==> src/rtl/key_pkg.sv <==
// key_pkg: shared sizes, calculator key-bit names and index helpers for the
// 4x4 keypad scanner. Used by key_matrix_scan and its testbench.
package key_pkg;

    localparam int NUM_ROWS = 4;
    localparam int NUM_COLS = 4;
    localparam int NUM_KEYS = 16;

    // Bit positions of each calculator key in key_out / key_pulse
    localparam int KEY_1   = 0;
    localparam int KEY_2   = 1;
    localparam int KEY_3   = 2;
    localparam int KEY_ADD = 3;
    localparam int KEY_4   = 4;
    localparam int KEY_5   = 5;
    localparam int KEY_6   = 6;
    localparam int KEY_SUB = 7;
    localparam int KEY_7   = 8;
    localparam int KEY_8   = 9;
    localparam int KEY_9   = 10;
    localparam int KEY_MUL = 11;
    localparam int KEY_0   = 12;
    localparam int KEY_CLR = 13;
    localparam int KEY_EQ  = 14;
    localparam int KEY_DIV = 15;

    typedef logic [NUM_KEYS-1:0] key_vec_t;
    typedef logic [NUM_ROWS-1:0] row_vec_t;
    typedef logic [NUM_COLS-1:0] col_vec_t;
    typedef logic [1:0]          row_idx_t;

    // Key bit index for a given row/column position
    function automatic int key_idx(input int row, input int col);
        return row * NUM_COLS + col;
    endfunction

    // Active-low row drive pattern with exactly one row pulled low
    function automatic row_vec_t row_drive(input row_idx_t idx);
        return ~(row_vec_t'(1) << idx);
    endfunction

endpackage

==> src/rtl/key_debounce.sv <==
// key_debounce: one key's integrating debouncer. A key changes state only
// after DEBOUNCE_SCANS consecutive samples disagree with its current level;
// any agreeing sample restarts the count. Optional release edge output is
// built only when KEY_RELEASE_PULSE_EN is defined.
module key_debounce #(
    parameter int DEBOUNCE_SCANS = 5
) (
    input  logic clk,
    input  logic rst,
    input  logic sample_en,
    input  logic raw,
    output logic level,
    output logic rise
`ifdef KEY_RELEASE_PULSE_EN
    ,
    output logic fall
`endif
);

    logic [3:0] cnt_q;
    logic [3:0] cnt_d;
    logic       level_q;
    logic       level_d;
    logic       rise_q;
    logic       rise_d;
`ifdef KEY_RELEASE_PULSE_EN
    logic       fall_q;
    logic       fall_d;
`endif

    // Next-state: count disagreeing samples, toggle level when the count completes
    always_comb begin
        cnt_d   = cnt_q;
        level_d = level_q;
        rise_d  = 1'b0;
`ifdef KEY_RELEASE_PULSE_EN
        fall_d  = 1'b0;
`endif
        if (sample_en) begin
            if (raw == level_q) begin
                cnt_d = 4'd0;
            end else if (cnt_q == 4'(DEBOUNCE_SCANS - 1)) begin
                cnt_d   = 4'd0;
                level_d = ~level_q;
                rise_d  = ~level_q;
`ifdef KEY_RELEASE_PULSE_EN
                fall_d  = level_q;
`endif
            end else begin
                cnt_d = cnt_q + 4'd1;
            end
        end
    end

    // State registers; edge flags are registered alongside the level so they align
    always_ff @(posedge clk) begin
        if (rst) begin
            cnt_q   <= 4'd0;
            level_q <= 1'b0;
            rise_q  <= 1'b0;
`ifdef KEY_RELEASE_PULSE_EN
            fall_q  <= 1'b0;
`endif
        end else begin
            cnt_q   <= cnt_d;
            level_q <= level_d;
            rise_q  <= rise_d;
`ifdef KEY_RELEASE_PULSE_EN
            fall_q  <= fall_d;
`endif
        end
    end

    assign level = level_q;
    assign rise  = rise_q;
`ifdef KEY_RELEASE_PULSE_EN
    assign fall  = fall_q;
`endif

endmodule

==> src/rtl/key_matrix_scan.sv <==
// key_matrix_scan: scans the 4x4 calculator keypad one row per SCAN_DIV
// cycles, synchronises the asynchronous column inputs, and debounces each of
// the 16 keys independently. Define KEY_RELEASE_PULSE_EN to add the
// key_release output.
module key_matrix_scan
    import key_pkg::*;
#(
    parameter int SCAN_DIV       = 12000,
    parameter int DEBOUNCE_SCANS = 5
) (
    input  logic                clk,
    input  logic                rst,
    input  logic [NUM_COLS-1:0] col,
    output logic [NUM_ROWS-1:0] row,
    output logic [NUM_KEYS-1:0] key_out,
    output logic [NUM_KEYS-1:0] key_pulse
`ifdef KEY_RELEASE_PULSE_EN
    ,
    output logic [NUM_KEYS-1:0] key_release
`endif
);

    localparam int DIV_W = (SCAN_DIV > 1) ? $clog2(SCAN_DIV) : 1;

    col_vec_t   col_meta_q;
    col_vec_t   col_meta_d;
    col_vec_t   col_s_q;
    col_vec_t   col_s_d;
    logic [DIV_W-1:0] div_cnt_q;
    logic [DIV_W-1:0] div_cnt_d;
    row_idx_t   row_idx_q;
    row_idx_t   row_idx_d;
    row_vec_t   row_q;
    row_vec_t   row_d;
    logic       sample_cycle;
    row_vec_t   sample_en;
    key_vec_t   level_vec;
    key_vec_t   rise_vec;
`ifdef KEY_RELEASE_PULSE_EN
    key_vec_t   fall_vec;
`endif

    // Divider, row pointer and per-row sample strobes; row drive follows the pointer's next value
    always_comb begin
        col_meta_d   = col;
        col_s_d      = col_meta_q;
        sample_cycle = (div_cnt_q == DIV_W'(SCAN_DIV - 1));
        div_cnt_d    = sample_cycle ? '0 : div_cnt_q + DIV_W'(1);
        row_idx_d    = sample_cycle ? row_idx_q + 2'd1 : row_idx_q;
        row_d        = row_drive(row_idx_d);
        sample_en    = '0;
        for (int r = 0; r < NUM_ROWS; r++) begin
            sample_en[r] = sample_cycle && (row_idx_q == row_idx_t'(r));
        end
    end

    // Scan timing and two-flop column synchroniser; columns idle high
    always_ff @(posedge clk) begin
        if (rst) begin
            col_meta_q <= 4'hF;
            col_s_q    <= 4'hF;
            div_cnt_q  <= '0;
            row_idx_q  <= 2'd0;
            row_q      <= 4'b1110;
        end else begin
            col_meta_q <= col_meta_d;
            col_s_q    <= col_s_d;
            div_cnt_q  <= div_cnt_d;
            row_idx_q  <= row_idx_d;
            row_q      <= row_d;
        end
    end

    // One debouncer per key; a key only sees samples taken while its own row is driven
    for (genvar r = 0; r < NUM_ROWS; r++) begin : g_row
        for (genvar c = 0; c < NUM_COLS; c++) begin : g_col
            localparam int K = key_idx(r, c);
            key_debounce #(
                .DEBOUNCE_SCANS(DEBOUNCE_SCANS)
            ) u_debounce (
                .clk       (clk),
                .rst       (rst),
                .sample_en (sample_en[r]),
                .raw       (~col_s_q[c]),
                .level     (level_vec[K]),
                .rise      (rise_vec[K])
`ifdef KEY_RELEASE_PULSE_EN
                ,
                .fall      (fall_vec[K])
`endif
            );
        end
    end

    assign row       = row_q;
    assign key_out   = level_vec;
    assign key_pulse = rise_vec;
`ifdef KEY_RELEASE_PULSE_EN
    assign key_release = fall_vec;
`endif

endmodule

==> config.mk <==
export PLATFORM = sky130hd
export DESIGN_NAME = key_matrix_scan
export DESIGN_NICKNAME = d
export VERILOG_FILES = /design/src/rtl/key_pkg.sv /design/src/rtl/key_debounce.sv /design/src/rtl/key_matrix_scan.sv
export SDC_FILE = /design/constraint.sdc
export NUM_CORES = 1
export LEC_CHECK = 0
export ABC_AREA = 0
export CORE_MARGIN = 5
export CORE_UTILIZATION = 50
export CTS_CLUSTER_SIZE = 14
export DETAILED_ROUTE_END_ITERATION = 10
export PLACE_DENSITY = 0.77
export SETUP_SLACK_MARGIN = 0.4
export SYNTH_ARGS = -nofsm -noshare
export SYNTH_HDL_FRONTEND = slang
export SYNTH_SLANG_ARGS = --single-unit
==> constraint.sdc <==
create_clock -name clk -period 6 [get_ports clk]
set_input_delay 0.9 -clock clk [delete_from_list [all_inputs] [get_ports clk]]
set_output_delay 0.9 -clock clk [all_outputs]
set_load 0.02 [all_outputs]
run_1/cell_density.png
The bar under the picture is 20 µm long. 12 x 12 tiles, from black (low) to pale yellow (high), 0 to 100% covered.
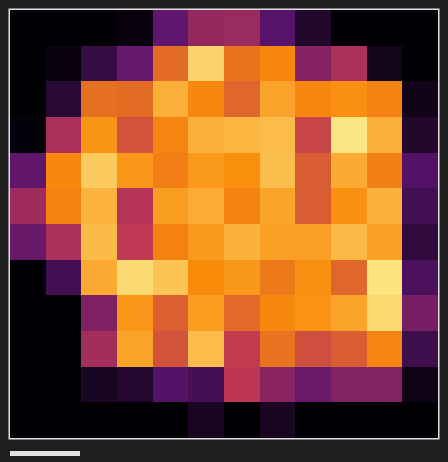
emptiest ninth of the die: south-west
mean over tiles: 46%
densest ninth of the die: center
tiles over 75% full: 29%
nearly empty tiles: 19%
fullest tile: 95%

run_1/layer_met1.png
The bar under the picture is 20 µm long.
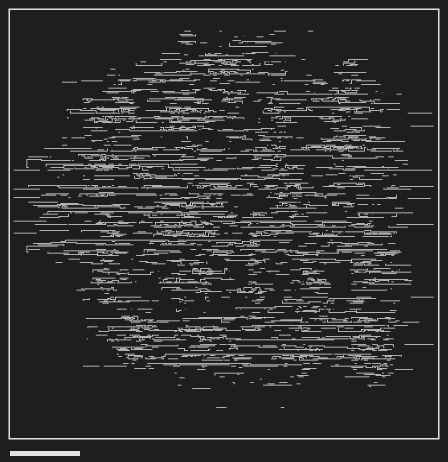
main direction: horizontal
share of all routed wire: 45%
wire length on this layer: 6,020 µm

==> flow_summary.toml, run 1 <==
# implementation run metrics
[final_timing]
whs_ps = 422.1
finalWorstSetupSlack_ps = 3261
fin_setup_tns_ps = 0

[routing]
antenna_left = 0
vias_per_cell = 5.578
drt_pass1_iterations = 4
wl_met3_um = 596
wl_met2_mm = 6.384

[floorplanning]
fp_util_pct = 50.53
die_h_um = 122.5

[placed_design]
dp_cells = 860
dpl-instance-area_um2 = 6589
dp_hpwl_mm = 8.864
post-place-ws_ps = 3308

[pwr]
switching_share_pct = 20.60
power_leader = "clock"
p_seq_share_pct = 44.8
clk-power_uw = 989

[final_layout]
num-nonclk-inverters = 42
lay_top_count = "dfxtp_1"
area.growth.synth_to_final_pct = 13.21
design_area_um2 = 7161
layoutNonFillerInstCount = 892

[critical_path]
endpoint_kind = "flip-flop"
cp_max_fo = 18
critPathRequiredTime_ps = 6350
path_depth = 5
reg2reg_from = "div_cnt_q[0]$_SDFF_PP0_"
critPathSlowestCell = "nor4_4"
worstSetupStartpointType = "flip-flop"

[logic_synthesis]
synth_chip_area_um2 = 6325
avgSynthCellArea_um2 = 8.959
synthCells = 706
synth.distinct_cells = 37
ys.flop_type = "dfxtp_1"

[outcome]
outcome = "completed"

[clock_tree]
clk_pin_slew_ps = 50
cts_root_buffer = "clkbuf_16"

[global_routing]
grt_use_met3_pct = 5.530
run_1/layer_met2.png
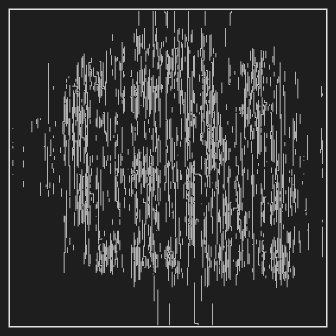
share of all routed wire: 48%
longest straight run: 55.8 µm
nets with wire on the layer: 639

run_1/congestion.png
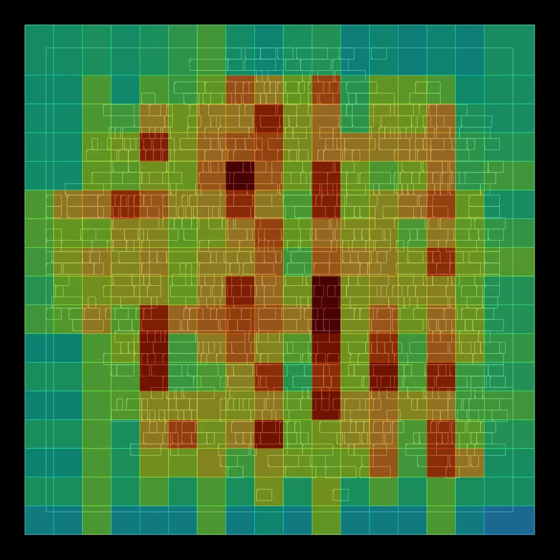

--- run 2 (diff from run 1) ---
==> constraint.sdc (replaced) <==
create_clock -name clk -period 2.8 [get_ports clk]
set_input_delay 0.42 -clock clk [delete_from_list [all_inputs] [get_ports clk]]
set_output_delay 0.42 -clock clk [all_outputs]
set_load 0.02 [all_outputs]
run_2/congestion.png
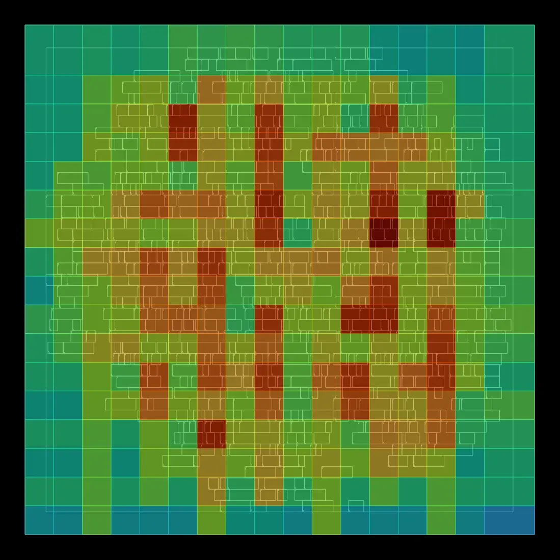
Routed WL per cell: 14.72 µm
met3 global-route usage: 4.885%

run_2/layer_met2.png
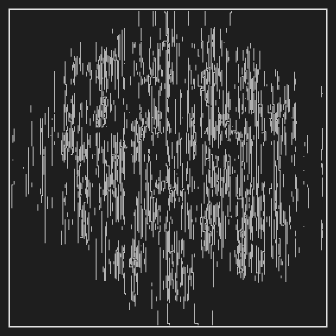
main direction: vertical
longest straight run: 50.7 µm

==> run 2 against run 1 <==
Net effect:
- non-clock buffer count rose by 11
- clock power is 120% higher
- sequential cell count stayed put
- setup slack worse by 2900 ps
- highest routed layer unchanged
- cell count increased by 1.2%
- largest cell class unchanged
- register-to-register slack worse by 2900 ps
==> flow_summary.toml, run 2 <==
# implementation run metrics
[clock_tree]
cts_made_buffers = 17
cts_root_buffer = "clkbuf_16"
cts_hold_buf = 0
cts.sinks = 124
clk_pin_slew_ps = 50

[critical_path]
path_depth = 4
reg2reg_from = "div_cnt_q[5]$_SDFF_PP0_"
critPathSlowestCell = "or4_4"
critPathRequiredTime_ps = 3140
worstSetupStartpointType = "flip-flop"
cp-endpoint = "g_row[1].g_col[0].u_debounce.cnt_q[3]$_SDFFE_PP0P_"
cp_max_fo = 11
endpoint_kind = "flip-flop"

[logic_synthesis]
synth_area_leader_cell = "dfxtp_1"
synth.distinct_cells = 37
synthCells = 706
avgSynthCellArea_um2 = 8.959
synth_chip_area_um2 = 6325
simple_gate_share_pct = 24.23
ys.flop_type = "dfxtp_1"
yosysMostFrequentCell = "dfxtp_1"

[placed_design]
post-place-ws_ps = 262.0
dp_cells = 866
dp_hpwl_mm = 9.093

[routing]
wl_met3_um = 773
routed.top_layer = "met4"
antenna_left = 0
vias_per_cell = 5.492
drtIter0Drc = 310
drt_pass1_iterations = 4
wl_met2_mm = 6.310
drc = 0

[global_routing]
use_met1_pct = 23.55

[pwr]
power_leader = "clock"
clk-power_uw = 2130
switching_share_pct = 20.71
p_seq_share_pct = 44.7

[outcome]
outcome = "completed"

[final_timing]
fin_setup_tns_ps = 0
finalWorstSetupSlack_ps = 357.0
whs_ps = 423.4

[final_layout]
flop_area_um2 = 2482
design_area_um2 = 7262
lay_top_count = "dfxtp_1"
area.growth.synth_to_final_pct = 14.82
num-nonclk-inverters = 42
sh_comb_area_pct = 45.61

[floorplanning]
die_w_um = 122.5
die_h_um = 122.5

[hold_path]
hold_end = "col_s_q[0]$_SDFF_PP1_"
run_2/layer_met1.png
The bar under the picture is 20 µm long.
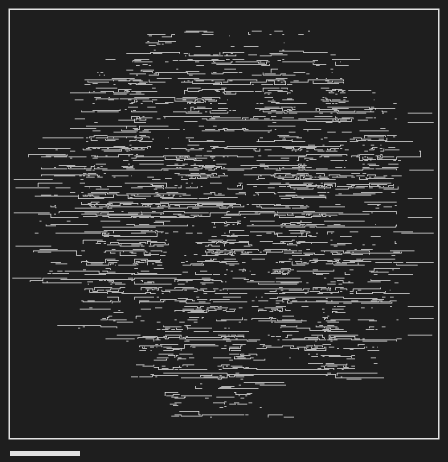

--- run 3 (diff from run 2) ---
--- a/config.mk
+++ b/config.mk
@@ -14,4 +14,5 @@
 export SETUP_SLACK_MARGIN = 0.4
 export SYNTH_ARGS = -nofsm -noshare
 export SYNTH_HDL_FRONTEND = slang
+export SYNTH_HIERARCHICAL = 1
 export SYNTH_SLANG_ARGS = --single-unit
run_3/layer_met1.png
The bar under the picture is 20 µm long.
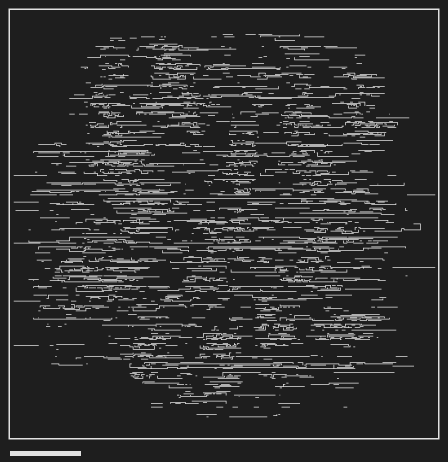
share of all routed wire: 45%
wire length on this layer: 5,940 µm
main direction: horizontal
longest straight run: 63.7 µm
nets with wire on the layer: 704
WL final: 13.09 mm
met1 usage: 22.77%

run_3/congestion.png
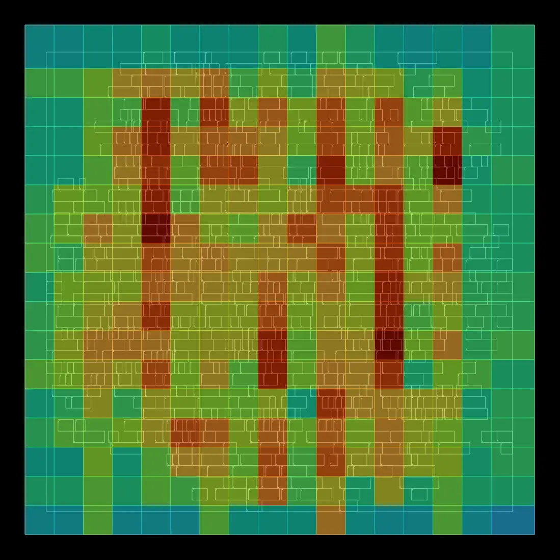
Routed WL per cell: 14.69 µm
GRT Util Overall: 18.06%
met3 global-route usage: 4.911%

==> run 3 against run 2 <==
Net effect:
- clock power shrank 7%
- critical path depth up 3
- utilization grew 4.5 points
- worst hold slack lost 19 ps
- power is 3.9% lower
- clock-buffer cell count down 4
- synthesized cell count is 7.9% lower
- critical path type unchanged
==> flow_summary.toml, run 3 <==
# implementation run metrics
[clock_tree]
cts_made_buffers = 17
clk_pin_slew_ps = 50
cts_root_buffer = "clkbuf_16"

[logic_synthesis]
synth_area_leader_cell = "dfxtp_1"
synth.distinct_cells = 38
avgSynthCellArea_um2 = 9.419
ys.flop_type = "dfxtp_1"
simple_gate_share_pct = 28.69
synthCells = 650

[routing]
drtIter0Drc = 401
drt_pass1_iterations = 5
vias_per_cell = 5.710
drc = 0
wl_met3_um = 627
wl_met2_mm = 6.228

[final_layout]
lay_top_count = "dfxtp_1"
num-nonclk-inverters = 59
flop_area_um2 = 2484
design_area_um2 = 7511

[critical_path]
reg2reg_from = "div_cnt_q[8]$_SDFF_PP0_"
worstSetupStartpointType = "flip-flop"
cp_max_fo = 6
endpoint_kind = "flip-flop"
cp-endpoint = "g_row[2].g_col[3].u_debounce/cnt_q[3]$_SDFFE_PP0P_"
critPathSlowestCell = "or4b_4"
path_depth = 7

[pwr]
switching_share_pct = 21.01
clk-power_uw = 1980

[outcome]
outcome = "completed"

[hold_path]
hold_end = "col_s_q[3]$_SDFF_PP1_"

[final_timing]
whs_ps = 404.4

[placed_design]
dp_cells = 842
post-place-ws_ps = 184.5

[floorplanning]
die_h_um = 120.7
No activity file was given, so power comes from the tool's default toggle rates.
